==> run_1/clock_map.png <==
The bar under the picture is 20 µm long.
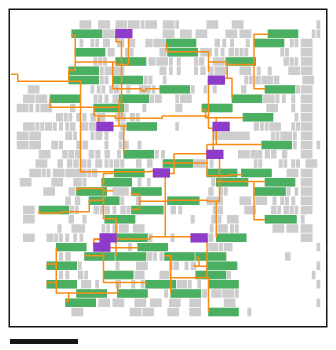
==> run_1/pdn.png <==
Pins as bars on the die edge. Tap cells in gray.
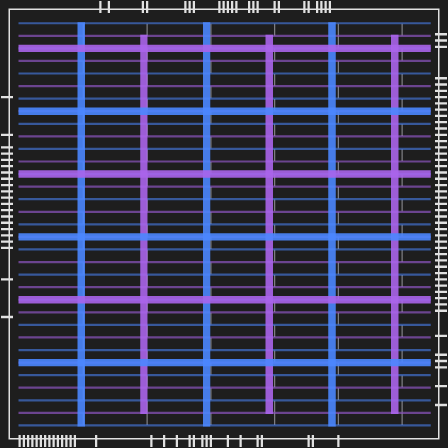
==> run_1/cell_classes.png <==
The bar under the picture is 20 µm long.
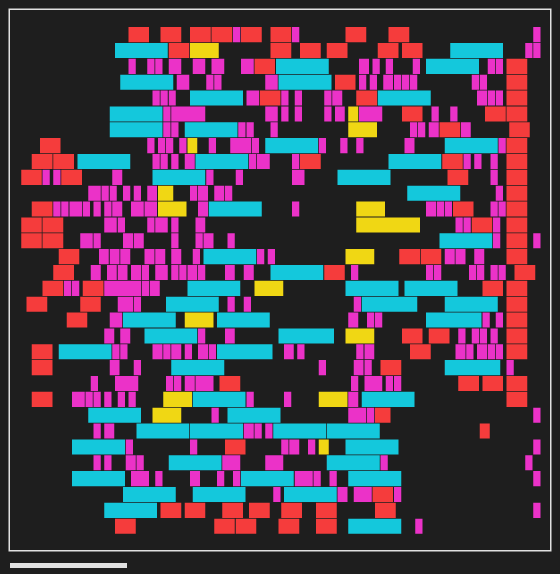
==> run_1/final_clocks.png <==
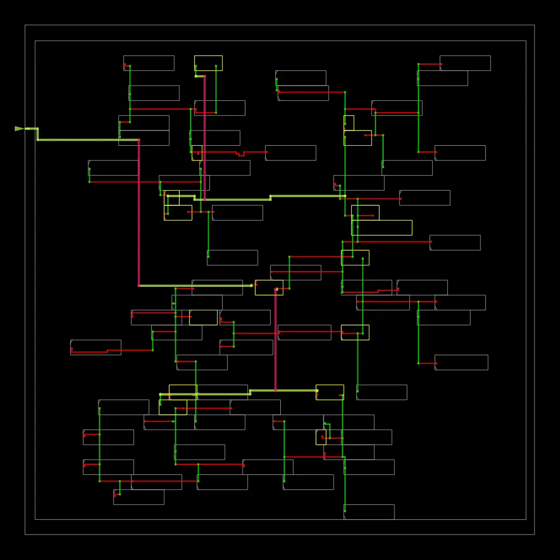
$ cat src/rtl/uart_pkg.sv
// Shared register map, bit positions and TX launch FSM states for the APB UART front-end.
package uart_pkg;

  // Byte offsets of the register map
  localparam int unsigned REG_CTRL    = 'h00;
  localparam int unsigned REG_STATUS  = 'h04;
  localparam int unsigned REG_TXDATA  = 'h08;
  localparam int unsigned REG_RXDATA  = 'h0C;
  localparam int unsigned REG_BAUDDIV = 'h10;

  // CTRL bits
  localparam int unsigned CTRL_TX_EN  = 0;
  localparam int unsigned CTRL_RX_EN  = 1;
  localparam int unsigned CTRL_TX_RST = 2;
  localparam int unsigned CTRL_RX_RST = 3;
  localparam int unsigned CTRL_IE_RX  = 4;
  localparam int unsigned CTRL_IE_TX  = 5;

  // STATUS bits
  localparam int unsigned ST_TX_BUSY  = 0;
  localparam int unsigned ST_TXH_FULL = 1;
  localparam int unsigned ST_RX_VALID = 2;
  localparam int unsigned ST_RX_OVR   = 3;
  localparam int unsigned ST_RX_BUSY  = 4;

  // 115200 baud from a 100 MHz PCLK
  localparam int unsigned BAUD_DIV_RST = 868;

  typedef enum logic [1:0] {
    StIdle,
    StSend,
    StGap
  } tx_state_e;

endpackage

$ cat src/rtl/apb_uart_regs_if.sv
// APB3 bus bundle between the CPU-side master and the UART register slave.
interface apb_uart_regs_if #(
  parameter int unsigned ADDR_W = 5
);
  logic              PSEL;
  logic              PENABLE;
  logic              PWRITE;
  logic [ADDR_W-1:0] PADDR;
  logic [31:0]       PWDATA;
  logic [31:0]       PRDATA;
  logic              PREADY;
  logic              PSLVERR;

  modport master (
    output PSEL, PENABLE, PWRITE, PADDR, PWDATA,
    input  PRDATA, PREADY, PSLVERR
  );

  modport slave (
    input  PSEL, PENABLE, PWRITE, PADDR, PWDATA,
    output PRDATA, PREADY, PSLVERR
  );
endinterface

$ cat src/rtl/uart_tx_launch.sv
// TX holding register plus the IDLE/SEND/GAP FSM that hands one byte at a time to the UART.
module uart_tx_launch
  import uart_pkg::*;
(
  input  logic       clk,
  input  logic       rst_n,
  input  logic       wr_en,      // accepted TXDATA write (only when holding reg is empty)
  input  logic [7:0] wr_data,
  input  logic       tx_enable,  // CTRL.TX_EN
  input  logic       clr,        // TX_RST write
  input  logic       tx_done,
  output logic       txh_full,
  output logic       tx_idle,
  output logic       tx_en,
  output logic [7:0] tx_data
);

  tx_state_e  state_q;
  logic [7:0] hold_q;

  // Launch FSM with registered UART outputs; wr_en and a launch never coincide since
  // a write needs an empty holding reg and a launch needs a full one.
  always_ff @(posedge clk or negedge rst_n) begin
    if (!rst_n) begin
      state_q  <= StIdle;
      hold_q   <= '0;
      txh_full <= 1'b0;
      tx_en    <= 1'b0;
      tx_data  <= '0;
    end else if (clr) begin
      state_q  <= StIdle;
      txh_full <= 1'b0;
      tx_en    <= 1'b0;
    end else begin
      if (wr_en) begin
        hold_q   <= wr_data;
        txh_full <= 1'b1;
      end
      unique case (state_q)
        StIdle: begin
          if (txh_full && tx_enable) begin
            state_q  <= StSend;
            tx_data  <= hold_q;
            tx_en    <= 1'b1;
            txh_full <= 1'b0;
          end
        end
        StSend: begin
          if (tx_done) begin
            state_q <= StGap;
            tx_en   <= 1'b0;
          end
        end
        StGap:   state_q <= StIdle;
        default: state_q <= StIdle;
      endcase
    end
  end

  assign tx_idle = (state_q == StIdle);

endmodule

$ cat src/rtl/apb_uart_regs.sv
// APB3 register front-end for FULL_UART: decode, RX capture, baud divider and level interrupt.
module apb_uart_regs #(
  parameter int unsigned ADDR_W       = 5,
  parameter int unsigned BAUD_W       = 20,
  parameter int unsigned BAUD_DIV_RST = uart_pkg::BAUD_DIV_RST
) (
  input  logic              PCLK,
  input  logic              PRESETn,
  apb_uart_regs_if.slave    apb,
  output logic [BAUD_W-1:0] baud_div,
  output logic              uart_tx_en,
  output logic [7:0]        uart_tx_data,
  output logic              uart_tx_rst,
  output logic              uart_rx_en,
  output logic              uart_rx_rst,
  input  logic              uart_tx_busy,
  input  logic              uart_tx_done,
  input  logic              uart_rx_busy,
  input  logic              uart_rx_done,
  input  logic [7:0]        uart_rx_data,
  output logic              irq
);
  import uart_pkg::*;

  logic              access, rd;
  logic [ADDR_W-1:0] addr;
  logic              sel_ctrl, sel_status, sel_tx, sel_rx, sel_baud, mapped, err, wr_ok;
  logic              tx_en_q, rx_en_q, ie_rx_q, ie_tx_q;
  logic              tx_rst_q, rx_rst_q;
  logic              rx_valid_q, rx_ovr_q, rx_done_q;
  logic [7:0]        rx_data_q;
  logic [BAUD_W-1:0] baud_div_q;
  logic              irq_q;
  logic              txh_full, tx_idle, tx_clr, rx_clr, rx_rise, rx_rd;
  logic [31:0]       rdata;

  assign access = apb.PSEL & apb.PENABLE;
  assign rd     = access & ~apb.PWRITE;
  assign addr   = {apb.PADDR[ADDR_W-1:2], 2'b00};

  assign sel_ctrl   = (addr == ADDR_W'(REG_CTRL));
  assign sel_status = (addr == ADDR_W'(REG_STATUS));
  assign sel_tx     = (addr == ADDR_W'(REG_TXDATA));
  assign sel_rx     = (addr == ADDR_W'(REG_RXDATA));
  assign sel_baud   = (addr == ADDR_W'(REG_BAUDDIV));
  assign mapped     = sel_ctrl | sel_status | sel_tx | sel_rx | sel_baud;

  // Refused accesses leave all state untouched
  assign err   = access & (~mapped | (apb.PWRITE & ((sel_tx & txh_full) | sel_rx)));
  assign wr_ok = access & apb.PWRITE & ~err;

  assign tx_clr  = wr_ok & sel_ctrl & apb.PWDATA[CTRL_TX_RST];
  assign rx_clr  = wr_ok & sel_ctrl & apb.PWDATA[CTRL_RX_RST];
  assign rx_rise = uart_rx_done & ~rx_done_q;
  assign rx_rd   = rd & sel_rx;

  // CTRL, BAUDDIV and the self-clearing reset pulses
  always_ff @(posedge PCLK or negedge PRESETn) begin
    if (!PRESETn) begin
      tx_en_q    <= 1'b0;
      rx_en_q    <= 1'b0;
      ie_rx_q    <= 1'b0;
      ie_tx_q    <= 1'b0;
      tx_rst_q   <= 1'b0;
      rx_rst_q   <= 1'b0;
      baud_div_q <= BAUD_W'(BAUD_DIV_RST);
    end else begin
      tx_rst_q <= tx_clr;
      rx_rst_q <= rx_clr;
      if (wr_ok && sel_ctrl) begin
        tx_en_q <= apb.PWDATA[CTRL_TX_EN];
        rx_en_q <= apb.PWDATA[CTRL_RX_EN];
        ie_rx_q <= apb.PWDATA[CTRL_IE_RX];
        ie_tx_q <= apb.PWDATA[CTRL_IE_TX];
      end
      if (wr_ok && sel_baud) begin
        baud_div_q <= apb.PWDATA[BAUD_W-1:0];
      end
    end
  end

  // RX capture: a read racing a new byte hands out the old one and keeps the new one valid
  always_ff @(posedge PCLK or negedge PRESETn) begin
    if (!PRESETn) begin
      rx_done_q  <= 1'b0;
      rx_valid_q <= 1'b0;
      rx_ovr_q   <= 1'b0;
      rx_data_q  <= '0;
    end else begin
      rx_done_q <= uart_rx_done;
      if (rx_clr) begin
        rx_valid_q <= 1'b0;
        rx_ovr_q   <= 1'b0;
      end else begin
        if (wr_ok && sel_status && apb.PWDATA[ST_RX_OVR]) begin
          rx_ovr_q <= 1'b0;
        end
        if (rx_rise) begin
          if (!rx_valid_q || rx_rd) begin
            rx_data_q  <= uart_rx_data;
            rx_valid_q <= 1'b1;
          end else begin
            rx_ovr_q <= 1'b1;
          end
        end else if (rx_rd) begin
          rx_valid_q <= 1'b0;
        end
      end
    end
  end

  // Level interrupt, registered
  always_ff @(posedge PCLK or negedge PRESETn) begin
    if (!PRESETn) begin
      irq_q <= 1'b0;
    end else begin
      irq_q <= (ie_rx_q & rx_valid_q) | (ie_tx_q & ~txh_full & tx_idle) | rx_ovr_q;
    end
  end

  uart_tx_launch u_tx_launch (
    .clk       (PCLK),
    .rst_n     (PRESETn),
    .wr_en     (wr_ok & sel_tx),
    .wr_data   (apb.PWDATA[7:0]),
    .tx_enable (tx_en_q),
    .clr       (tx_clr),
    .tx_done   (uart_tx_done),
    .txh_full  (txh_full),
    .tx_idle   (tx_idle),
    .tx_en     (uart_tx_en),
    .tx_data   (uart_tx_data)
  );

  // Read mux, driven only during a read access phase
  always_comb begin
    rdata = '0;
    if (rd) begin
      if (sel_ctrl) begin
        rdata[CTRL_TX_EN] = tx_en_q;
        rdata[CTRL_RX_EN] = rx_en_q;
        rdata[CTRL_IE_RX] = ie_rx_q;
        rdata[CTRL_IE_TX] = ie_tx_q;
      end else if (sel_status) begin
        rdata[ST_TX_BUSY]  = uart_tx_busy;
        rdata[ST_TXH_FULL] = txh_full;
        rdata[ST_RX_VALID] = rx_valid_q;
        rdata[ST_RX_OVR]   = rx_ovr_q;
        rdata[ST_RX_BUSY]  = uart_rx_busy;
      end else if (sel_rx) begin
        rdata[7:0] = rx_data_q;
      end else if (sel_baud) begin
        rdata = 32'(baud_div_q);
      end
    end
  end

  assign apb.PRDATA  = rdata;
  assign apb.PREADY  = 1'b1;
  assign apb.PSLVERR = err;

  assign baud_div    = baud_div_q;
  assign uart_rx_en  = rx_en_q;
  assign uart_tx_rst = tx_rst_q;
  assign uart_rx_rst = rx_rst_q;
  assign irq         = irq_q;

  logic unused_bits;
  assign unused_bits = ^{apb.PADDR[1:0], apb.PWDATA[31:BAUD_W]};

endmodule
$ cat src/flat_wrapper.sv
// flat-port wrapper written by rule: the top's interface ports become plain ports
module apb_uart_regs_flat import uart_pkg::*;
#(
  parameter int unsigned ADDR_W       = 5,
  parameter int unsigned BAUD_W       = 20,
  parameter int unsigned BAUD_DIV_RST = uart_pkg::BAUD_DIV_RST
)
  (PCLK, PRESETn, baud_div, uart_tx_en, uart_tx_data, uart_tx_rst, uart_rx_en, uart_rx_rst, uart_tx_busy, uart_tx_done, uart_rx_busy, uart_rx_done, uart_rx_data, irq, apb_PSEL, apb_PENABLE, apb_PWRITE, apb_PADDR, apb_PWDATA, apb_PRDATA, apb_PREADY, apb_PSLVERR);
  apb_uart_regs_if #(.ADDR_W(ADDR_W)) apb_i ();
  input  logic PCLK;
  input  logic PRESETn;
  output logic [BAUD_W-1:0] baud_div;
  output logic uart_tx_en;
  output logic [7:0] uart_tx_data;
  output logic uart_tx_rst;
  output logic uart_rx_en;
  output logic uart_rx_rst;
  input  logic uart_tx_busy;
  input  logic uart_tx_done;
  input  logic uart_rx_busy;
  input  logic uart_rx_done;
  input  logic [7:0] uart_rx_data;
  output logic irq;
  input wire logic [$bits(apb_i.PSEL)-1:0] apb_PSEL;
  input wire logic [$bits(apb_i.PENABLE)-1:0] apb_PENABLE;
  input wire logic [$bits(apb_i.PWRITE)-1:0] apb_PWRITE;
  input wire logic [$bits(apb_i.PADDR)-1:0] apb_PADDR;
  input wire logic [$bits(apb_i.PWDATA)-1:0] apb_PWDATA;
  output wire logic [$bits(apb_i.PRDATA)-1:0] apb_PRDATA;
  output wire logic [$bits(apb_i.PREADY)-1:0] apb_PREADY;
  output wire logic [$bits(apb_i.PSLVERR)-1:0] apb_PSLVERR;
  assign apb_i.PSEL = apb_PSEL;
  assign apb_i.PENABLE = apb_PENABLE;
  assign apb_i.PWRITE = apb_PWRITE;
  assign apb_i.PADDR = apb_PADDR;
  assign apb_i.PWDATA = apb_PWDATA;
  assign apb_PRDATA = apb_i.PRDATA;
  assign apb_PREADY = apb_i.PREADY;
  assign apb_PSLVERR = apb_i.PSLVERR;
  apb_uart_regs #(.ADDR_W(ADDR_W), .BAUD_W(BAUD_W), .BAUD_DIV_RST(BAUD_DIV_RST)) u_core (.PCLK(PCLK), .PRESETn(PRESETn), .apb(apb_i), .baud_div(baud_div), .uart_tx_en(uart_tx_en), .uart_tx_data(uart_tx_data), .uart_tx_rst(uart_tx_rst), .uart_rx_en(uart_rx_en), .uart_rx_rst(uart_rx_rst), .uart_tx_busy(uart_tx_busy), .uart_tx_done(uart_tx_done), .uart_rx_busy(uart_rx_busy), .uart_rx_done(uart_rx_done), .uart_rx_data(uart_rx_data), .irq(irq));
endmodule
$ cat config.mk
export PLATFORM = sky130hd
export DESIGN_NAME = apb_uart_regs_flat
export DESIGN_NICKNAME = d
export VERILOG_FILES = /design/src/rtl/uart_pkg.sv /design/src/rtl/apb_uart_regs_if.sv /design/src/rtl/uart_tx_launch.sv /design/src/rtl/apb_uart_regs.sv /design/src/flat_wrapper.sv
export SDC_FILE = /design/constraint.sdc
export NUM_CORES = 1
export LEC_CHECK = 0
export ABC_AREA = 1
export CAP_MARGIN = 20
export CORE_MARGIN = 1.5
export CORE_UTILIZATION = 35
export CTS_CLUSTER_DIAMETER = 50
export CTS_CLUSTER_SIZE = 28
export DETAILED_ROUTE_END_ITERATION = 8
export HOLD_SLACK_MARGIN = 0.15
export PLACE_DENSITY = 0.69
export SLEW_MARGIN = 20
export SYNTH_ARGS = -nofsm -noshare
export SYNTH_HDL_FRONTEND = slang
export SYNTH_HIERARCHICAL = 1
export SYNTH_SLANG_ARGS = --single-unit
$ cat constraint.sdc
create_clock -name PCLK -period 4.2 [get_ports PCLK]
set_input_delay 0.63 -clock PCLK [delete_from_list [all_inputs] [get_ports PCLK]]
set_output_delay 0.63 -clock PCLK [all_outputs]
set_load 0.01 [all_outputs]
==> Changelog: implementation, run 1 <==
### Changed

- Status: complete, no violations
- Power Sequential: 759 µW
- CP Depth: 9
- Flops: 58
- Die Span X: 92.63 µm
- DRT met1 WL: 3345 µm
- Xor/xnor share: 0%
- Setup violations, final: 0
- Top Usage Layer GRT: met2
- Cell Pwr Density: 432.6 mW/mm²
- Clk cell area share: 5.163%
- Non-CTS buffers: 94
- H-tree level count: 3
- Pwr top: sequential cells
- Hold-fix buffers, CTS: 0
- Post-Place Cell Area: 0.003746 mm²
- Required @ worst endpoint: 3.57 ns
- Flip-flops with a built-in enable: 0
- Post-synth mux share: 0%
- Sw Ratio: 29.10%
- Fraction of cell area in non-clock buffers: 23.63%
- Drc violations: 0
- Gates resized, CTS repair: 0
- Yosys cell count: 341
- Drt initial violations: 91
- CP max-delay cell: clkdlybuf4s50_1
- Met3 WL: 423 µm
- Cells after synthesis: 341
- Synth Area in Simple Gates: 28.75%
- CTS Buffer Depth: 2
- FF-to-FF Start: u_core/u_tx_launch/txh_full
- Vias post-DR: 2610
- Filler instances: 745
- Max Used Layer: met4
- Inverter count: 29
- Total Nets Final: 487
- I/O pin cnt: 121
- Setup slack after layout: 0.6898 ns
- Area leader, netlist: dfrtp_1
- Unrepaired setup endpoints after global routing: false
- R2r endpoint: u_core/u_tx_launch/hold_q[6]
- Clock buf count: 11
- Max-cap violation count: 0
- Cell breakdown of the critical path: clkdlybuf4s50_1 > nor2_2 > nand2_1 > inv_2 > nand2_1 > nand3_1 > o21ai_0 > a21oi_1 > clkdlybuf4s50_1
- Antenna violations before repair: 0
- Post-route antenna net violation count: 0
- Sink Count: 58
- Highest-count logic cell in the final layout: nand2_1
- Max FFs per register: 20
- Clk network pwr share: 30.6%
- First-pass GRT wire length: 11670 µm
- IO buf count: 93
- Ratio of cells with drive above 1 in the final layout: 10.73%
- Area added between synthesis and finish: 40.50%
- Crit Path Max Fanout: 35
- Worst-Margin Slew: 0.6777 ns
- Hold Vio Cnt, Final: 0
- Root buf cell: clkbuf_8
- Combinational share of cell area: 28.25%
- Design Power: 1.709 mW
- Final Slew Violations: 0
- Top Layout Cells: nand2_1, clkdlybuf4s50_1, dfrtp_1
- Library cells used by synthesis: 31
- Arrival @ worst endpoint: 2.88 ns
- Max Freq: 284.9 MHz
- GPL Wtd Cong: 0.8070
- Total grt overflow: 0
- Endpoint type of the worst setup path: primary output
- TritonCTS clock tree: yes
- Count of multi-input gates: 241
- Main flop type: dfrtp_1
- Switching Power: 497.3 µW
About clock_map.png:
[orange] clock wires | length: 775 µm
[purple] cells driving clock nets | count: 9
[green] flip-flops | count: 58
routed clock nets: 10

About pdn.png:
[blue] VSS
[purple] VDD
met5 straps: 6
met4 straps: 6

About cell_classes.png:
[magenta] all other logic | cells: 270 | share of their area: 32%
[red] other buffers and delay cells | cells: 94 | share of their area: 24%
[yellow] clock drivers and dummy loads | cells: 16 | share of their area: 5.3%
[cyan] flip-flops | cells: 58 | share of their area: 38%
fraction of area in registers: 36.90%
core footprint: 0.007767 mm²
Core Util, Final: 50.85%
final instance area: 0.003950 mm²

About final_clocks.png:
CTS buffer count: 9
Clk. pwr: 523 µW
clk latency late pin: 0.33 ns
clock skew: 0.005897 ns

==> run_1/gate_families.png <==
The bar under the picture is 20 µm long.
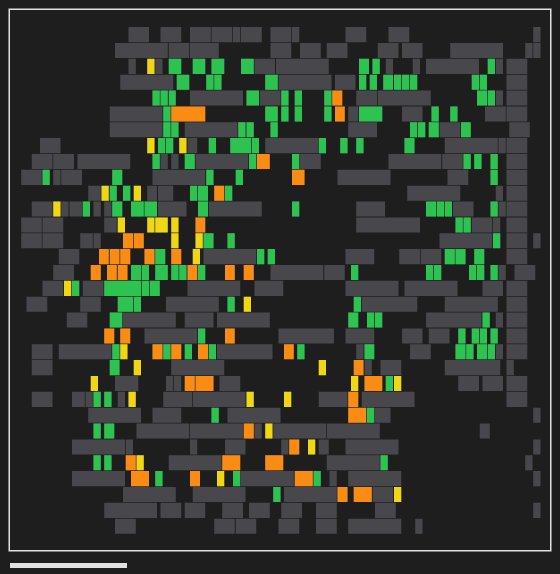

--- run 2 (diff from run 1) ---
--- a/config.mk
+++ b/config.mk
@@ -13,7 +13,7 @@
 export CTS_CLUSTER_SIZE = 28
 export DETAILED_ROUTE_END_ITERATION = 8
 export HOLD_SLACK_MARGIN = 0.15
-export PLACE_DENSITY = 0.69
+export PLACE_DENSITY = 0.72
 export SLEW_MARGIN = 20
 export SYNTH_ARGS = -nofsm -noshare
 export SYNTH_HDL_FRONTEND = slang
==> constraint.sdc (replaced) <==
create_clock -name PCLK -period 3.1 [get_ports PCLK]
set_input_delay 0.465 -clock PCLK [delete_from_list [all_inputs] [get_ports PCLK]]
set_output_delay 0.465 -clock PCLK [all_outputs]
set_load 0.01 [all_outputs]
==> run_2/gate_families.png <==
The bar under the picture is 20 µm long.
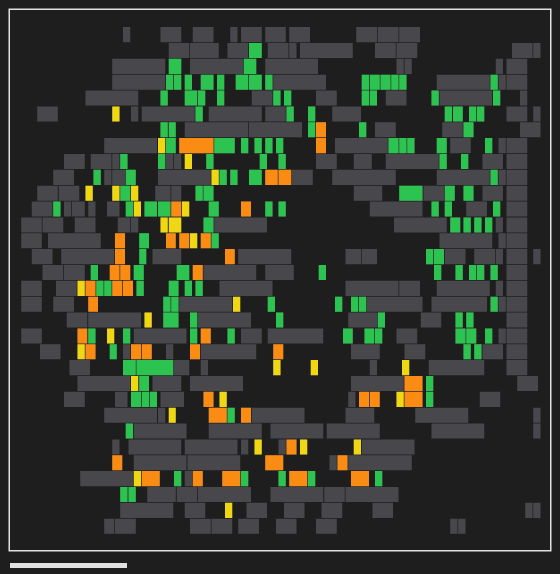
[orange] inverting AOI/OAI gates | cells: 43
[yellow] inverters | cells: 29
[green] NAND gates | cells: 147
combinational share of cell area: 27.87%
highest-count logic cell in the final layout: nand2_1

==> Changelog: implementation, run 2 <==
### Changed

- Sink Count: 58
- H-tree level count: 3
- Required @ worst endpoint: 2.63 ns
- Root buf cell: clkbuf_8
- Ratio of cells with drive above 1 in the final layout: 10.93%
- Non-CTS buffers: 95
- Clk. pwr: 878 µW
- Gates resized, CTS repair: 0
- Crit Path Max Fanout: 8
- Clk latency late pin: 0.35 ns
- Drc violations: 0
- IO buf count: 93
- CP max-delay cell: clkdlybuf4s50_1
- Clock skew: 0.007735 ns
- Post-Place Cell Area: 0.003754 mm²
- Cells after synthesis: 341
- Endpoint type of the worst setup path: primary output
- Total Nets Final: 488
- Inverter count: 29
- Die Span X: 92.63 µm
- Post-route antenna net violation count: 0
- Max Used Layer: met4
- Clk network pwr share: 35.4%
- TritonCTS clock tree: yes
- Post-synth mux share: 0%
- Fraction of area in registers: 36.39%
- Pwr top: sequential cells
- First-pass GRT wire length: 11890 µm
- GPL Wtd Cong: 0.8334
- Clock buf count: 10
- I/O pin cnt: 121
- Synth Area in Simple Gates: 28.75%
- Area leader, netlist: dfrtp_1
- Main flop type: dfrtp_1
- Max FFs per register: 20
- Flip-flops with a built-in enable: 0
- Area added between synthesis and finish: 42.46%
- Cell Pwr Density: 619.6 mW/mm²
- Worst-Margin Slew: 0.9226 ns
- Cell breakdown of the critical path: clkdlybuf4s50_1 > nand3_1 > inv_1 > nand2_1 > nand3_1 > o21ai_0 > a21oi_1 > clkdlybuf4s50_1
- Status: complete, no violations
- Library cells used by synthesis: 31
- CTS Buffer Depth: 2
- Flops: 58
- Top Usage Layer GRT: met2
- Hold Vio Cnt, Final: 0
- Setup slack after layout: 0.1702 ns
- Yosys cell count: 341
- Top Layout Cells: nand2_1, clkdlybuf4s50_1, dfrtp_1
- Fraction of cell area in non-clock buffers: 23.49%
- Drt initial violations: 103
- Max-cap violation count: 0
- Filler instances: 752
- Final instance area: 0.004005 mm²
- Setup violations, final: 0
- Arrival @ worst endpoint: 2.46 ns
- Vias post-DR: 2538
- Sw Ratio: 27.96%
- Power Sequential: 1.03 mW
- R2r endpoint: u_core/u_tx_launch/hold_q[6]
- Clk cell area share: 6.279%
- CP Depth: 8
- Final Slew Violations: 0
- R2r setup slk: 1.00 ns
- Count of multi-input gates: 241
- Met3 WL: 430 µm
Power and IR drop assume default switching activity.
